File: config.mk
export PLATFORM = sky130hd
export DESIGN_NAME = flag_branch_unit
export DESIGN_NICKNAME = d
export VERILOG_FILES = /design/src/rtl/cpu_pkg.sv /design/src/rtl/flag_branch_unit_branch_cond.sv /design/src/rtl/flag_branch_unit.sv
export SDC_FILE = /design/constraint.sdc
export NUM_CORES = 1
export LEC_CHECK = 0
export ABC_AREA = 1
export CAP_MARGIN = 5
export CORE_MARGIN = 2
export CORE_UTILIZATION = 43
export CTS_CLUSTER_SIZE = 16
export DETAILED_ROUTE_END_ITERATION = 12
export GPL_ROUTABILITY_DRIVEN = 1
export HOLD_SLACK_MARGIN = 0.03
export PLACE_DENSITY = 0.78
export SKIP_LAST_GASP = 1
export SYNTH_ARGS = -nofsm -noshare
export SYNTH_HDL_FRONTEND = slang
export SYNTH_SLANG_ARGS = --single-unit
File: constraint.sdc
create_clock -name clk -period 1.7 [get_ports clk]
set_input_delay 0.425 -clock clk [delete_from_list [all_inputs] [get_ports clk]]
set_output_delay 0.425 -clock clk [all_outputs]
set_load 0.03 [all_outputs]
File: src/rtl/cpu_pkg.sv
// Shared CPU definitions: opcodes, branch condition codes, flag bit positions
// and the flag/branch unit state encoding.
package cpu_pkg;

    typedef enum logic [3:0] {
        OP_ADD    = 4'h0,
        OP_SUB    = 4'h1,
        OP_XOR    = 4'h2,
        OP_RED    = 4'h3,
        OP_SLL    = 4'h4,
        OP_SRA    = 4'h5,
        OP_ROR    = 4'h6,
        OP_PADDSB = 4'h7,
        OP_LW     = 4'h8,
        OP_SW     = 4'h9,
        OP_LLB    = 4'hA,
        OP_LHB    = 4'hB,
        OP_B      = 4'hC,
        OP_BR     = 4'hD,
        OP_PCS    = 4'hE,
        OP_HLT    = 4'hF
    } opcode_t;

    typedef enum logic [2:0] {
        CC_NE = 3'b000,
        CC_EQ = 3'b001,
        CC_GT = 3'b010,
        CC_LT = 3'b011,
        CC_GE = 3'b100,
        CC_LE = 3'b101,
        CC_OV = 3'b110,
        CC_AL = 3'b111
    } ccc_t;

    localparam int FLAG_Z = 0;
    localparam int FLAG_N = 1;
    localparam int FLAG_V = 2;

    typedef enum logic [1:0] {
        RUN      = 2'd0,
        REDIRECT = 2'd1,
        HALTED   = 2'd2
    } fbu_state_t;

    // Arithmetic ops update all three flags; shifts/rotates/XOR update Z only.
    function automatic logic writes_vnz(input opcode_t op);
        return (op == OP_ADD) || (op == OP_SUB);
    endfunction

    function automatic logic writes_z_only(input opcode_t op);
        return (op == OP_XOR) || (op == OP_SLL) || (op == OP_SRA) || (op == OP_ROR);
    endfunction

endpackage

File: src/rtl/flag_branch_unit_branch_cond.sv
// Combinational branch condition evaluation of a 3-bit condition code
// against the architectural {V,N,Z} flags.
module branch_cond
    import cpu_pkg::*;
(
    input  logic [2:0] ccc_i,
    input  logic [2:0] flags_i,
    output logic       take_o
);

    logic z, n, v;

    assign z = flags_i[FLAG_Z];
    assign n = flags_i[FLAG_N];
    assign v = flags_i[FLAG_V];

    always_comb begin
        take_o = 1'b0;
        case (ccc_t'(ccc_i))
            CC_NE:   take_o = ~z;
            CC_EQ:   take_o = z;
            CC_GT:   take_o = ~z & ~n;
            CC_LT:   take_o = n;
            CC_GE:   take_o = z | (~z & ~n);
            CC_LE:   take_o = n | z;
            CC_OV:   take_o = v;
            CC_AL:   take_o = 1'b1;
            default: take_o = 1'b0;
        endcase
    end

endmodule

File: src/rtl/flag_branch_unit.sv
// Execute-stage flag register, B/BR resolution with registered redirect/flush,
// and HLT halt state. Optional branch counters under macro BRANCH_STATS_EN.
module flag_branch_unit
    import cpu_pkg::*;
#(
    parameter int PC_W  = 16,
    parameter int IMM_W = 9
) (
    input  logic            clk,
    input  logic            rst_n,
    input  logic            ex_valid,
    input  logic            stall,
    input  logic [3:0]      ex_opcode,
    input  logic [2:0]      alu_flags,
    input  logic [2:0]      ex_ccc,
    input  logic [PC_W-1:0] ex_pc_plus2,
    input  logic [IMM_W-1:0] ex_imm,
    input  logic [PC_W-1:0] ex_rs_val,
    output logic [2:0]      flags_q,
    output logic            br_taken,
    output logic [PC_W-1:0] br_target,
    output logic            flush,
    output logic            halt
`ifdef BRANCH_STATS_EN
    ,
    output logic [15:0]     br_total_cnt,
    output logic [15:0]     br_taken_cnt
`endif
);

    fbu_state_t      state_q, state_d;
    opcode_t         op;
    logic            accept;
    logic            is_branch;
    logic            cond_true;
    logic            take_branch;
    logic [2:0]      flags_d;
    logic [PC_W-1:0] offset;
    logic [PC_W-1:0] target;
    logic            br_taken_q, br_taken_d;
    logic            flush_q, flush_d;
    logic            halt_q, halt_d;
    logic [PC_W-1:0] br_target_q, br_target_d;

    assign op          = opcode_t'(ex_opcode);
    assign accept      = ex_valid & ~stall & (state_q == RUN);
    assign is_branch   = (op == OP_B) | (op == OP_BR);
    assign take_branch = accept & is_branch & cond_true;

    branch_cond u_branch_cond (
        .ccc_i   (ex_ccc),
        .flags_i (flags_q),
        .take_o  (cond_true)
    );

    // Word offset: sign-extend then scale by two; the add wraps modulo 2^PC_W.
    assign offset = {{(PC_W-IMM_W-1){ex_imm[IMM_W-1]}}, ex_imm, 1'b0};
    assign target = (op == OP_B) ? (ex_pc_plus2 + offset) : ex_rs_val;

    always_comb begin
        flags_d = flags_q;
        if (accept) begin
            if (writes_vnz(op)) begin
                flags_d = alu_flags;
            end else if (writes_z_only(op)) begin
                flags_d[FLAG_Z] = alu_flags[FLAG_Z];
            end
        end
    end

    always_ff @(posedge clk or negedge rst_n) begin
        if (!rst_n) begin
            state_q     <= RUN;
            flags_q     <= 3'b000;
            br_taken_q  <= 1'b0;
            flush_q     <= 1'b0;
            halt_q      <= 1'b0;
            br_target_q <= '0;
        end else begin
            state_q     <= state_d;
            flags_q     <= flags_d;
            br_taken_q  <= br_taken_d;
            flush_q     <= flush_d;
            halt_q      <= halt_d;
            br_target_q <= br_target_d;
        end
    end

    always_comb begin
        state_d = state_q;
        case (state_q)
            RUN: begin
                if (take_branch) begin
                    state_d = REDIRECT;
                end else if (accept && (op == OP_HLT)) begin
                    state_d = HALTED;
                end
            end
            REDIRECT: begin
                if (!stall) begin
                    state_d = RUN;
                end
            end
            HALTED:  state_d = HALTED;
            default: state_d = RUN;
        endcase
    end

    // Outputs are decoded from the next state so they appear registered.
    always_comb begin
        br_taken_d  = (state_d == REDIRECT);
        flush_d     = (state_d == REDIRECT);
        halt_d      = (state_d == HALTED);
        br_target_d = take_branch ? target : br_target_q;
    end

    assign br_taken  = br_taken_q;
    assign flush     = flush_q;
    assign halt      = halt_q;
    assign br_target = br_target_q;

`ifdef BRANCH_STATS_EN
    logic [15:0] br_total_q, br_total_d;
    logic [15:0] br_tk_q, br_tk_d;

    // accept already excludes HALTED, so the counters freeze there.
    always_comb begin
        br_total_d = br_total_q;
        br_tk_d    = br_tk_q;
        if (accept && is_branch && (br_total_q != 16'hFFFF)) begin
            br_total_d = br_total_q + 16'd1;
        end
        if (take_branch && (br_tk_q != 16'hFFFF)) begin
            br_tk_d = br_tk_q + 16'd1;
        end
    end

    always_ff @(posedge clk or negedge rst_n) begin
        if (!rst_n) begin
            br_total_q <= 16'd0;
            br_tk_q    <= 16'd0;
        end else begin
            br_total_q <= br_total_d;
            br_tk_q    <= br_tk_d;
        end
    end

    assign br_total_cnt = br_total_q;
    assign br_taken_cnt = br_tk_q;
`endif

endmodule

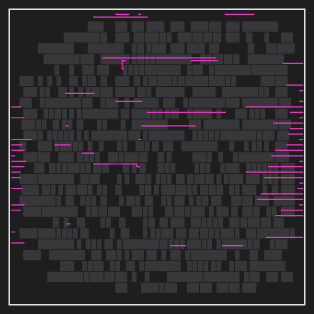
(metal 3)
Drawn at 4 px/um. Cells faint in the background.
The layer carries 312 um of wire. The longest straight run is 28.1 um.
vias post-DR: 2472
wirelength, routed: 6.19 mm
GR met3 Demand/Resource: 3.98%

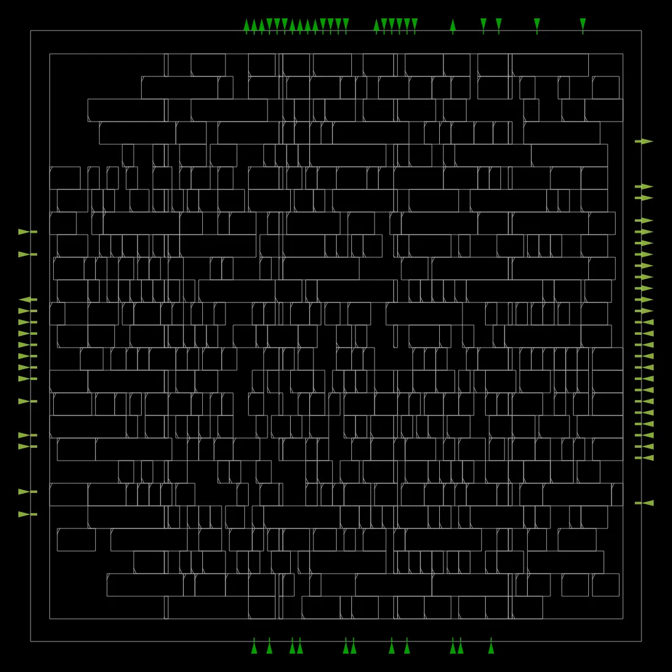
(placement view)
area inside the core boundary: 0.00469 mm2
Non-Filler Instances: 508
fillcell total: 371
share of the final layout cell area in sequential cells: 16.4%

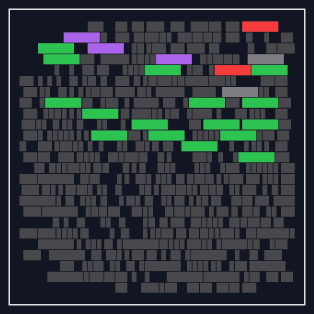
(sequential cells grouped by signal name)
Drawn at 4 px/um. Other sequential cells in the stronger gray, the rest of the logic in the fainter gray.
Key: `br_target` = green [sequential cells 16]; `state_q` = red [sequential cells 2]; `flags_q` = purple [sequential cells 3]

==> impl_summary.log <==
[metrics] run summary
[metrics] width of the die: 73.5 um
[metrics] largest net degree at the start of global routing: 24
[metrics] number of buffers inserted by post-CTS setup repair: 3
[metrics] site row count: 25
[metrics] pwr dens: 438 mW/mm2
[metrics] met2 track demand over resource in global routing: 42.8%
[metrics] share of flip-flops with an asynchronous set or reset: 100%
[metrics] RSZ-0062 raised after global routing: yes
[metrics] number of I/O port buffers: 76
[metrics] Slowest Stage Delay on Critical Path: 260 ps
[metrics] post-synthesis area per instance: 6.11 um2
[metrics] number of cell instances after yosys synthesis: 340
[metrics] tally of nets with antenna violations remaining after routing: 0
[metrics] clock insertion delay at the later pin of the skew report: 260 ps
[metrics] detailed-routed wire length on met2: 3.15 mm
[metrics] post-detailed-route DRC marker count: 0
[metrics] Met1 Wirelength: 2.64 mm
[metrics] Clock Sinks: 23
[metrics] HPWL reported at the end of detailed placement: 4.68 mm
[metrics] ao+oa area frac: 4.70%
[metrics] worst-case clock skew: 1.63 ps
[metrics] highest-utilization routing layer at the global route stage: met2
[metrics] PnR Total Power: 1.54 mW
[metrics] met1 demand-to-capacity share in global routing: 29.1%
[metrics] WP data required: 1860 ps
[metrics] Synth Net Count: 410
[metrics] Worst setup EP type: flop
[metrics] Vias per Instance: 4.87
[metrics] origin of the critical flop-to-flop path: state_q[0]
[metrics] Static Leak: 2.02 nW
[metrics] utilization after layout: 74.8%
[metrics] antenna cell count: 0
[metrics] area share of the largest cell type after synthesis: 27.7%
[metrics] worst hold path endpoint: br_target[1]
[metrics] most frequent cells after synthesis: nand2_1 (148), inv_1 (51), nand3_1 (30)
[metrics] number of synthesis warnings: 0
[metrics] kind of cell with the highest combined delay on the critical path: simple AND/OR/NAND/NOR gates
[metrics] number of warnings in the stage logs: 28
[metrics] shortest period the worst path allows: 1620 ps
[metrics] run status: completed
[metrics] number of pins with negative max-slew slack in the final report: 0
[metrics] area share of and/or/nand/nor cells after synthesis: 45.0%
[metrics] Critical path origin: ex_pc_plus2[5]
[metrics] H-tree depth reported by CTS: 1
[metrics] uppermost routed layer: met4
[metrics] number of flip-flops and latches in the synthesized netlist: 23
[metrics] number of endpoints with negative hold slack in the final report: 0
[metrics] Crit. path cell count: 11
[metrics] class of the most critical setup path: in -> reg
[metrics] average wire per standard cell: 12.2 um
[metrics] endpoint of the most critical setup path: br_target[6]
[metrics] ratio of cells with drive above 1 in the final layout: 24.0%
[metrics] number of CTS-inserted buffers: 3
[metrics] post-placement cell area: 0.00316 mm2
[metrics] cell resize tally after clock tree synthesis: 75
[metrics] data arrival at the endpoint of the critical path: 1780 ps
[metrics] series of cell instances along the critical path: dlygate4sd2_1, ha_4, nand2_1, inv_1, nand2_1, nand3_2, or2_1, nand3_1, nand2_1, nand2_1, nand2_1
[metrics] Critical Path Fanout Max: 4
[metrics] post-synthesis sequential area ratio: 27.7%
[metrics] Min-Delay Path Depth: 2
[metrics] sum of buffers and inverters on the critical path: 2
[metrics] post-synthesis instance area: 0.00208 mm2
[metrics] Setup Viol. Count Final: 0
[metrics] number of instances in the synthesized netlist: 340
[metrics] met3 routed WL: 312 um
[metrics] Post-synth mux share: 0.542%
[metrics] # IOs: 77
[metrics] top logic cells by instance count in the layout: nand2_1 (135), inv_1 (48), buf_4 (37)
[metrics] Max stage delay cell, worst path: dlygate4sd2_1
[metrics] Synth Flop Type: dfrtp_1
[metrics] Finished Cell Area: 0.00351 mm2
[metrics] effective utilization at floorplan: 44.3%
[metrics] fin worst setup slack: 79.0 ps
[metrics] max_slew headroom: 76.8%
[metrics] router iterations before antenna repair: 4
[metrics] number of max-capacitance violations reported: 0
[metrics] transition time at the pin with the least slew margin: 350 ps
[metrics] Sum Neg Setup Slack: 0 ps
==> cell type report <==
cell class	instances	area [um2]	share of cell area, %
multi-input combinational	257	1540	44.0
sequential	23	576	16.4
tap	54	67.6	1.93
clock buffer	3	41.3	1.18
inverter	54	205	5.85
clock inverter	1	5.00	0.143
timing repair buffer	116	1070	30.5
==> worst register-to-register path, delay by kind of cell, from the launching register on <==
family	cells	cell delay, ps
and+or+nand+nor	7	770
DFF	1	420
buffers and inverters	1	180
==> registers in the layout, indices dropped and copies added, names as in the netlist <==
register and flops:
halt 1, flags_q 3, flush 1, state_q 2, br_target 16
==> power breakdown <==
group	switching, mW	internal (mW)	leakage (nW)
Combinational	0.317	0.336	1.70
Clock	0.173	0.163	0.0255
Sequential	0	0.546	0.301
Total	0.489	1.05	2.02
Power and IR drop assume default switching activity.
